--- src/rtl/csr_wb_sequencer.sv ---
// Serialises one CSR writeback request (read, then up to two writes) onto a single-port CSR file.
// Latency: o_valid 2/3/4 cycles after the request cycle for 0/1/2 writes; o_ready only in IDLE, response held until i_ready.
// Optional CSR_WR_MERGE_EN: same-address write pair collapses to the port-2 write only.
module csr_wb_sequencer #(
    parameter int AW = 12,
    parameter int DW = 32
) (
    input  logic          i_clk,
    input  logic          i_rst,
    input  logic          i_valid,
    output logic          o_ready,
    input  logic [AW-1:0] i_raddr,
    input  logic [DW-1:0] i_wdata1,
    input  logic [AW-1:0] i_waddr1,
    input  logic          i_wena1,
    input  logic [DW-1:0] i_wdata2,
    input  logic [AW-1:0] i_waddr2,
    input  logic          i_wena2,
    output logic [AW-1:0] o_csr_raddr,
    input  logic [DW-1:0] i_csr_rdata,
    output logic [AW-1:0] o_csr_waddr,
    output logic [DW-1:0] o_csr_wdata,
    output logic          o_csr_wen,
    output logic          o_valid,
    output logic [DW-1:0] o_rdata,
    input  logic          i_ready
);

    typedef enum logic [2:0] {IDLE, RD, WR1, WR2, RESP} state_t;

    state_t        state_q, state_d;
    logic [AW-1:0] raddr_q, raddr_d;
    logic [AW-1:0] waddr1_q, waddr1_d, waddr2_q, waddr2_d;
    logic [DW-1:0] wdata1_q, wdata1_d, wdata2_q, wdata2_d;
    logic          wena1_q, wena1_d, wena2_q, wena2_d;

    logic          ready_q, valid_q, wen_q;
    logic [AW-1:0] csr_raddr_q, csr_waddr_q;
    logic [DW-1:0] csr_wdata_q, rdata_q;

    always_comb begin
        state_d  = state_q;
        raddr_d  = raddr_q;
        waddr1_d = waddr1_q;
        wdata1_d = wdata1_q;
        wena1_d  = wena1_q;
        waddr2_d = waddr2_q;
        wdata2_d = wdata2_q;
        wena2_d  = wena2_q;
        case (state_q)
            IDLE: begin
                if (i_valid) begin
                    raddr_d  = i_raddr;
                    waddr1_d = i_waddr1;
                    wdata1_d = i_wdata1;
                    wena1_d  = i_wena1;
                    waddr2_d = i_waddr2;
                    wdata2_d = i_wdata2;
                    wena2_d  = i_wena2;
                    state_d  = RD;
                end
            end
            RD: begin
                if (wena1_q) begin
`ifdef CSR_WR_MERGE_EN
                    // port 2 overwrites port 1 anyway, so the first write is redundant
                    if (wena2_q && (waddr1_q == waddr2_q)) state_d = WR2;
                    else                                   state_d = WR1;
`else
                    state_d = WR1;
`endif
                end else if (wena2_q) begin
                    state_d = WR2;
                end else begin
                    state_d = RESP;
                end
            end
            WR1:     state_d = wena2_q ? WR2 : RESP;
            WR2:     state_d = RESP;
            RESP:    if (i_ready) state_d = IDLE;
            default: state_d = IDLE;
        endcase
    end

    // Outputs are registered from the next state so they line up with the state they belong to.
    always_ff @(posedge i_clk) begin
        if (i_rst) begin
            state_q     <= IDLE;
            raddr_q     <= '0;
            waddr1_q    <= '0;
            wdata1_q    <= '0;
            wena1_q     <= 1'b0;
            waddr2_q    <= '0;
            wdata2_q    <= '0;
            wena2_q     <= 1'b0;
            ready_q     <= 1'b1;
            valid_q     <= 1'b0;
            wen_q       <= 1'b0;
            csr_raddr_q <= '0;
            csr_waddr_q <= '0;
            csr_wdata_q <= '0;
            rdata_q     <= '0;
        end else begin
            state_q     <= state_d;
            raddr_q     <= raddr_d;
            waddr1_q    <= waddr1_d;
            wdata1_q    <= wdata1_d;
            wena1_q     <= wena1_d;
            waddr2_q    <= waddr2_d;
            wdata2_q    <= wdata2_d;
            wena2_q     <= wena2_d;
            ready_q     <= (state_d == IDLE);
            valid_q     <= (state_d == RESP);
            wen_q       <= (state_d == WR1) || (state_d == WR2);
            csr_raddr_q <= (state_d == IDLE) ? '0 : raddr_d;
            csr_waddr_q <= (state_d == WR1) ? waddr1_d :
                           (state_d == WR2) ? waddr2_d : '0;
            csr_wdata_q <= (state_d == WR1) ? wdata1_d :
                           (state_d == WR2) ? wdata2_d : '0;
            if (state_q == RD) rdata_q <= i_csr_rdata;
        end
    end

    assign o_ready     = ready_q;
    assign o_valid     = valid_q;
    assign o_csr_wen   = wen_q;
    assign o_csr_raddr = csr_raddr_q;
    assign o_csr_waddr = csr_waddr_q;
    assign o_csr_wdata = csr_wdata_q;
    assign o_rdata     = rdata_q;

endmodule

--- config.mk ---
export PLATFORM = sky130hd
export DESIGN_NAME = csr_wb_sequencer
export DESIGN_NICKNAME = d
export VERILOG_FILES = /design/src/rtl/csr_wb_sequencer.sv
export SDC_FILE = /design/constraint.sdc
export NUM_CORES = 1
export LEC_CHECK = 0
export ABC_AREA = 1
export CORE_UTILIZATION = 30
export DETAILED_ROUTE_END_ITERATION = 8
export PLACE_DENSITY = 0.6
export SLEW_MARGIN = 20
export SYNTH_ARGS = -nofsm -noshare
export SYNTH_HDL_FRONTEND = slang
export SYNTH_SLANG_ARGS = --single-unit
--- constraint.sdc ---
create_clock -name i_clk -period 3 [get_ports i_clk]
set_input_delay 0.6 -clock i_clk [delete_from_list [all_inputs] [get_ports i_clk]]
set_output_delay 0.6 -clock i_clk [all_outputs]
set_load 0.02 [all_outputs]
Fig. 1: congestion heat map
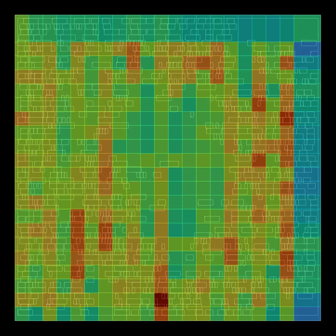
GRT met1 Usage: 20.1%
M2 GR Usage: 24.8%
Total GRT Usage: 16.2%

Fig. 2: placed cells, one colour a class
Scale bar: 50 um.
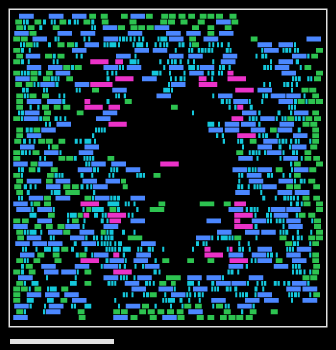
Cyan stands for remaining logic cells, cells 572, share of their area 26%. Green stands for remaining buffers and delay cells, cells 238, share of their area 26%. Magenta stands for clock drivers and dummy loads, cells 32, share of their area 6.5%. Blue stands for registers, cells 196, share of their area 42%.
core area: 21,800 um2
Seq area share: 40.1%
Final Cell Area: 9780 um2

Fig. 3: gate-type map
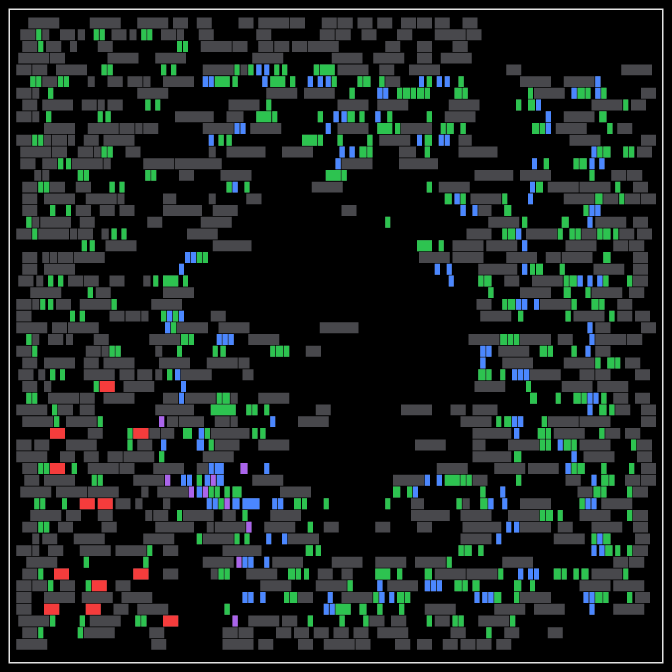
Blue stands for nand cells, cells 146. Purple stands for inv cells, cells 10. Red stands for mux cells, cells 12, where bottom left. Green stands for nor cells, cells 356, where spread over the die.

Fig. 4: clock distribution
Scale bar: 50 um.
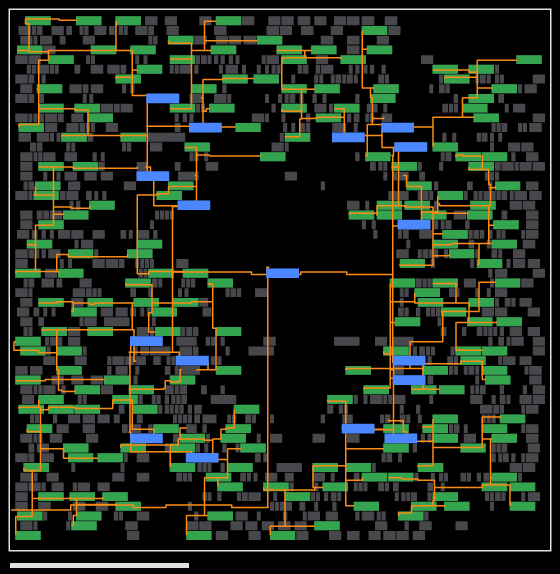
Orange stands for clock wires, length 2,440 um. Green stands for flip-flops, count 196. Blue stands for clock-net drivers, count 17.
There are 18 routed clock nets.

==> worst max-delay path, cell delays in order <==
cell and delay (ps):
clkdlybuf4s50_1 480, inv_1 40, nor2_1 160, nand2_4 220, clkinv_2 120, buf_12 320
nor2_1 70, nor3_1 210, nand2_1 80, nand2_1 80
==> stage by stage <==
step,util (%),instance area (um2),cells
3_3_place_gp,42.0,9170,1286
2_1_floorplan,-,6680,818
5_1_grt,44.8,9780,1318
3_5_place_dp,42.0,9170,1286
4_1_cts,44.8,9780,1318
6_report,44.8,9780,1318
==> path summary, 6_finish.rpt <==
check              from              end  slack [ps]  depth (start not counted)
min             wena1_q          wena1_q         480                          2
min reg2reg     wena1_q          wena1_q         480                          2
max reg2reg  state_q[2]  o_csr_wdata[17]        1120                          8
max             i_valid  o_csr_wdata[17]         880                         10
==> deck_impl_summary.md <==
Synthesis and Place & Route Summary

Outcome
  – Status: complete, no violations

Routing
  – Drt drc: 0
  – Met1 Routed Length: 8270 um
  – Met2 WL: 7740 um

Cells and area
  – Combinational Area: 2440 um2
  – Synth-to-Final Area Change: 46.4%
  – Most frequent logic cell in the layout: nor2_1

Min path
  – Hold Crit Class: reg2reg

Logic synthesis
  – Count leader, synth: nor2_1
  – Number of enable flip-flop cells: 0
  – Top cell area share: 58.7%
  – Synth Area in Adders: 0%
  – Post-Synth AOI/OAI Area: 3.65%
  – Synth top cells by count: nor2_1 (276), dfxtp_1 (196), nand2_1 (141), nor3_1 (65), o21ai_0 (45)
  – Cell taking the most area after synthesis: dfxtp_1
  – Post-synthesis cell count: 818
  – MUX area fraction: around 1.8%
  – Xor+xnor area frac: 0%
  – Seq share, synth: 58.7%

CTS
  – CTS tree: yes
  – Root buffer cell: clkbuf_16
  – Max clock buf depth: 2
  – Clk_lat worst skew: approximately 430 ps
  – CTS Buf Count: 17

Floorplanning
  – Die Wd: 151 um
  – Die H: 151 um
  – I/O pin cnt: 229

STA
  – RSZ-0062 raised after global routing: no
  – Setup TNS: 0 ps
  – Clk_skew: 11.5 ps
  – Slew headroom: a little over three fifths
  – Final Max Tran Viols: 0
  – PnR worst setup slack: approximately 880 ps

Power and ir drop
  – Pwr dens: 648 nW/um2
  – Power in sequential cells: 2.92 mW
  – Sw Share: 28.5%
  – Combinational logic power: 1.09 mW

Placed design
  – Routability Congestion: 0.750
  – Post-DP HPWL: 11,600 um

Setup path
  – Critical path required time: 3370 ps
  – Worst Setup End Kind: flip-flop

Global route
  – Grt total ovfl: 0
No activity file was given, so power comes from the tool's default toggle rates.
